File: src/rtl/wb_wait_slave_pkg.sv
// Shared types and defaults for the wait-state Wishbone register slave.
// Holds the FSM encoding, counter widths and default parameter values.
package wb_wait_slave_pkg;

  typedef enum logic [1:0] {
    ST_IDLE = 2'd0,
    ST_WAIT = 2'd1,
    ST_TERM = 2'd2
  } state_t;

  localparam int WAIT_CNT_W = 4;
  localparam int XFER_CNT_W = 16;

  localparam int DEF_DATA_W = 32;
  localparam int DEF_ADDR_W = 4;
  localparam int DEF_DEPTH  = 12;
  localparam int DEF_WAIT   = 0;

endpackage

File: src/rtl/wb_regbank.sv
// Register array with per-byte write enables and a combinational read port.
// Writes land on the clock edge; out-of-range reads return zero.
module wb_regbank #(
  parameter int DATA_W = 32,
  parameter int DEPTH  = 12,
  parameter int ADDR_W = 4
) (
  input  logic                sys_clk,
  input  logic                sys_rst,
  input  logic                wr_en,
  input  logic [ADDR_W-1:0]   wr_adr,
  input  logic [DATA_W-1:0]   wr_dat,
  input  logic [DATA_W/8-1:0] wr_sel,
  input  logic [ADDR_W-1:0]   rd_adr,
  output logic [DATA_W-1:0]   rd_dat
);

  localparam int NB = DATA_W / 8;

  logic [DATA_W-1:0] mem [DEPTH];
  logic              rd_in_range;

  always_ff @(posedge sys_clk) begin
    if (sys_rst) begin
      for (int i = 0; i < DEPTH; i++) begin
        mem[i] <= '0;
      end
    end else if (wr_en) begin
      for (int b = 0; b < NB; b++) begin
        if (wr_sel[b]) begin
          mem[wr_adr][b*8 +: 8] <= wr_dat[b*8 +: 8];
        end
      end
    end
  end

  assign rd_in_range = ({1'b0, rd_adr} < (ADDR_W+1)'(DEPTH));
  assign rd_dat      = rd_in_range ? mem[rd_adr] : '0;

endmodule

File: src/rtl/wb_wait_slave.sv
// Wishbone classic slave: WAIT wait states, then a one-cycle ack (in range) or err.
// Termination WAIT+1 cycles after the request is sampled; dropping cyc/stb while waiting aborts.
module wb_wait_slave
  import wb_wait_slave_pkg::*;
#(
  parameter int DATA_W = DEF_DATA_W,
  parameter int ADDR_W = DEF_ADDR_W,
  parameter int DEPTH  = DEF_DEPTH,
  parameter int WAIT   = DEF_WAIT
) (
  input  logic                  sys_clk,
  input  logic                  sys_rst,
  input  logic                  wb_cyc,
  input  logic                  wb_stb,
  input  logic                  wb_we,
  input  logic [ADDR_W-1:0]     wb_adr,
  input  logic [DATA_W-1:0]     wb_dat_w,
  input  logic [DATA_W/8-1:0]   wb_sel,
  output logic [DATA_W-1:0]     wb_dat_r,
  output logic                  wb_ack,
  output logic                  wb_err,
  output logic [XFER_CNT_W-1:0] xfer_cnt
);

  state_t                  state_q, state_d;
  logic [WAIT_CNT_W-1:0]   wcnt_q, wcnt_d;
  logic                    term_err_q;
  logic                    term_rd_q;
  logic [ADDR_W-1:0]       term_adr_q;
  logic [XFER_CNT_W-1:0]   xfer_cnt_q;

  logic                    req;
  logic                    in_range;
  logic                    enter_term;
  logic                    wr_en;
  logic [DATA_W-1:0]       rd_dat;

  assign req      = wb_cyc & wb_stb;
  assign in_range = ({1'b0, wb_adr} < (ADDR_W+1)'(DEPTH));

  always_comb begin
    state_d    = state_q;
    wcnt_d     = wcnt_q;
    enter_term = 1'b0;
    case (state_q)
      ST_IDLE: begin
        if (req) begin
          if (WAIT == 0) begin
            state_d    = ST_TERM;
            enter_term = 1'b1;
          end else begin
            state_d = ST_WAIT;
            wcnt_d  = WAIT_CNT_W'(WAIT - 1);
          end
        end
      end
      ST_WAIT: begin
        if (!req) begin
          state_d = ST_IDLE;
          wcnt_d  = '0;
        end else if (wcnt_q == '0) begin
          state_d    = ST_TERM;
          enter_term = 1'b1;
        end else begin
          wcnt_d = wcnt_q - 1'b1;
        end
      end
      ST_TERM: begin
        state_d = ST_IDLE;
      end
      default: begin
        state_d = ST_IDLE;
        wcnt_d  = '0;
      end
    endcase
  end

  // Address, direction and data are taken from the edge that enters TERM.
  assign wr_en = enter_term & wb_we & in_range;

  always_ff @(posedge sys_clk) begin
    if (sys_rst) begin
      state_q    <= ST_IDLE;
      wcnt_q     <= '0;
      term_err_q <= 1'b0;
      term_rd_q  <= 1'b0;
      term_adr_q <= '0;
      xfer_cnt_q <= '0;
    end else begin
      state_q <= state_d;
      wcnt_q  <= wcnt_d;
      if (enter_term) begin
        term_err_q <= ~in_range;
        term_rd_q  <= ~wb_we & in_range;
        term_adr_q <= wb_adr;
      end
      if (state_q == ST_TERM) begin
        xfer_cnt_q <= xfer_cnt_q + 1'b1;
      end
    end
  end

  wb_regbank #(
    .DATA_W (DATA_W),
    .DEPTH  (DEPTH),
    .ADDR_W (ADDR_W)
  ) u_regbank (
    .sys_clk (sys_clk),
    .sys_rst (sys_rst),
    .wr_en   (wr_en),
    .wr_adr  (wb_adr),
    .wr_dat  (wb_dat_w),
    .wr_sel  (wb_sel),
    .rd_adr  (term_adr_q),
    .rd_dat  (rd_dat)
  );

  assign wb_ack   = (state_q == ST_TERM) & ~term_err_q;
  assign wb_err   = (state_q == ST_TERM) &  term_err_q;
  assign wb_dat_r = ((state_q == ST_TERM) && term_rd_q) ? rd_dat : '0;
  assign xfer_cnt = xfer_cnt_q;

endmodule

File: config.mk
export PLATFORM = sky130hd
export DESIGN_NAME = wb_wait_slave
export DESIGN_NICKNAME = d
export VERILOG_FILES = /design/src/rtl/wb_wait_slave_pkg.sv /design/src/rtl/wb_regbank.sv /design/src/rtl/wb_wait_slave.sv
export SDC_FILE = /design/constraint.sdc
export NUM_CORES = 1
export LEC_CHECK = 0
export ABC_CLOCK_PERIOD_IN_PS = 3500
export CAP_MARGIN = 20
export CORE_MARGIN = 2
export CORE_UTILIZATION = 55
export CTS_CLUSTER_SIZE = 10
export DETAILED_ROUTE_END_ITERATION = 12
export PLACE_DENSITY = 0.75
export SYNTH_ARGS = -nofsm -noshare
export SYNTH_HDL_FRONTEND = slang
export SYNTH_SLANG_ARGS = --single-unit
File: constraint.sdc
create_clock -name sys_clk -period 3.5 [get_ports sys_clk]
set_input_delay 0.875 -clock sys_clk [delete_from_list [all_inputs] [get_ports sys_clk]]
set_output_delay 0.875 -clock sys_clk [all_outputs]
set_load 0.03 [all_outputs]
==> summary.txt <==
Results of an implementation run.

The routing layer with the top usage in global route is met2. Per the cell usage report, the commonest logic cells after layout are edfxtp_1, and2_1, mux4_2, conb_1, nor2_1. The power in sequential cells is 7460 uW. The leading cell type in the layout, fill and taps excluded is edfxtp_1.

The critical hold path startpoint is term_adr_q[0]. The setup slack of the worst register-to-register path is 1190 ps. The total number of yosys warnings is 0. The final setup TNS is 0 ps. The combinational fraction of design power is 5.5%.

The clock slew seen by the registers of the worst setup and hold paths is 60 ps. Per the post-synthesis report, the number of cells in the design is 1,445. Per the STA report, the cell with the highest stage delay on the worst path is mux4_2. Among all flip-flop cells after synthesis, the most frequent one is edfxtp_1. The share of total power in sequential cells is 54.0%. The remaining global-route overflow is 0. The final route contains 13,300 vias. Clock tree synthesis selected as its root buffer the cell clkbuf_16. Once placement completed, the tool counted placed cells totaling 2,196.

In this run the top signal layer used is met4. Row generation in the floorplan step produced 75 rows. The layout net count is 1,787. The number of antenna repair diodes is 0. In the final layout, the share of cells above drive strength 1 is 21.6%. TritonCTS built the clock tree. The number of global-route vias before repair is 13,800. Of the total synthesized cell area, the portion taken by AND, OR, NAND and NOR gates is 14.6%. The post-route clock period utilization is 99.3%. Clock skew on the completed layout was measured at 32.3 ps. The area growth from synthesis to layout is 19.2%. The non-filler instance count after layout is 2,310. The area used by multi-input combinational logic is 0.00764 mm^2. The commonest cells after synthesis are edfxtp_1, and2_1, mux4_2, nor2_1, clkbuf_1.

The worst ir drop on vdd is 414 uV. Measured along the y axis, the die boundary spans 211 um. The post-layout total power is 13,800 uW. Per the Yosys statistics, synthesis produced 1,445 cells. Synthesis instantiated 34 different standard cells from the library.

Walking the worst path, the cells encountered are buf_12 -> buf_16 -> mux4_2 -> mux2i_1 -> nor2_1 -> a221o_1 -> buf_12. The number of failing hold endpoints at the final stage is 0. The critical path data required time is 2620 ps. The final number of setup-violating endpoints is 0. Measured on the finished design, the core utilization comes to 66.6%.

The clock period minus final worst setup slack is 3480 ps. The library cell with the largest summed area after synthesis is edfxtp_1. The share of power burned in the clock network is 40.4%. The xor-xnor portion of the synthesized cell area is 0.410%.

After clock tree synthesis, the flow added hold-fix buffers numbering 0. The placed instances occupy a cell area of 0.0259 mm^2. The achievable clock frequency is 288 MHz. The worst hold-check slack is 472 ps.

The placeable core region is 0.0420 mm^2. Grouping stages by cell kind, the critical path spends the most delay in multiplexers. Of all nets on the critical path, the largest fanout is 6. Cell internal power was estimated by the tool at 10,900 uW. Post-CTS repair changed the size of 20 cells. The final-report max-slew violation count is 0. The combinational cell power is 764 uW. At the placement stage, the worst setup path has a slack of 341 ps. The adder and majority cell fraction of the synthesized area is 0.0533%. The worst setup path is launched from a flip-flop. The pre-antenna-repair detailed-routing pass consisted of 5 iterations. The launch point of the worst register-to-register path is recorded as state_q[1].

The flow ran to the end, and the final reports show no timing, DRC or antenna violations. The synthesized design contains 539 register bits. The met1 track utilization from global routing is 32.4%. The worst hold path was traced through 2 stages.

The number of buffers created by CTS is 60. The post-CTS setup buffer count is 12. The run reported a max-capacitance violation count of 0.
[registers in the layout (all words and copies together), names as in the netlist, named ones only]
register and flops:
state_q 1, term_adr_q 4, term_err_q 1, term_rd_q 1, u_regbank.mem 512, xfer_cnt 16
[worst max-delay path by stage]
| stage | cells after the start | slack [ps] | end |
|---|---|---|---|
| after global routing | 6 | -60 | wb_dat_r[28] |
| after CTS | 7 | -50 | wb_dat_r[16] |
| after detailed placement | 5 | 340 | wb_dat_r[17] |
| after global placement | 6 | 380 | wb_dat_r[25] |
| final | 7 | 20 | wb_dat_r[0] |
| after floorplan | 4 | 840 | wb_dat_r[10] |
[layout make-up]
class                   count  area share (%)
flip-flops and latches    539            56.9
multi-input cells         943            27.3
repair buffers            196            7.32
clock buffers              88            5.82
well taps                 539            2.41
clock inverters             4           0.188
inverters                   1          0.0134
met4.png
Scale: 2 px per um. Cells faint in the background.
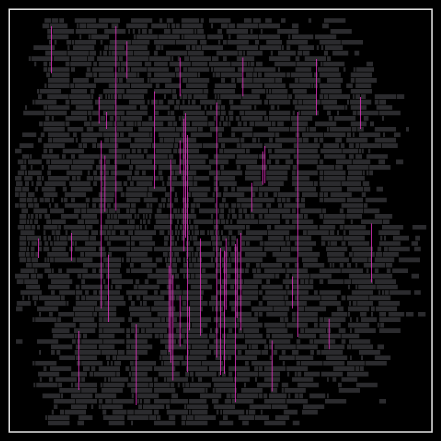
The wires run mostly vertical. The longest straight run is 127 um. The layer holds 3.3% of the routed length. 29 nets have wire on it.

clock_map.png
Scale: 1.5 px per um.
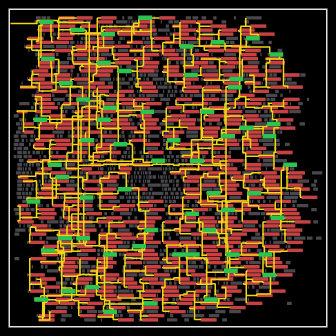
Key: cells driving clock nets = green [count 60]; clock wires = yellow [length 6,180 um]; flip-flops = red [count 539]
There are 61 routed clock nets.
Power Clock: 5580 uW
clock latency of the later-clocked register in the worst-skew pair: 620 ps

zoom.png
Window x 148 to 168, y 43 to 63 um. Cells in gray, sequential cells in the stronger gray; small squares are vias.
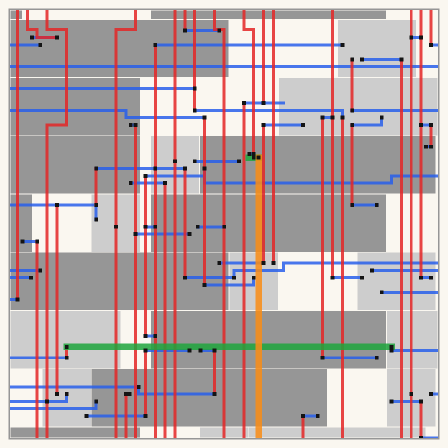
Key: met4 = orange; met1 = blue; met3 = green; met2 = red
Netlist names of flops here include u_regbank.mem (8). Sequential cells in the window: 8. 17 logic cells have their middle in the window. Most frequent: edfxtp_1 (8), and2_1 (5), mux2i_1 (2).

final_congestion.png
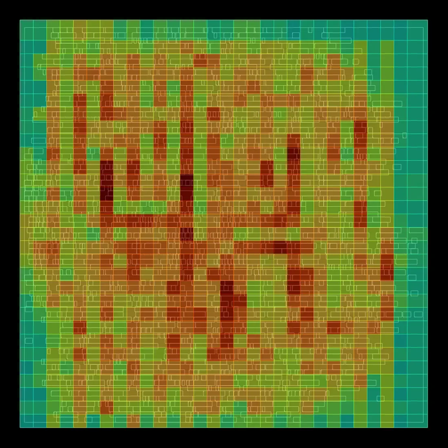
Avg WL per Cell: 23.1 um
fraction of met2 tracks used by global routing: 40.7%

Power and IR drop assume default switching activity.
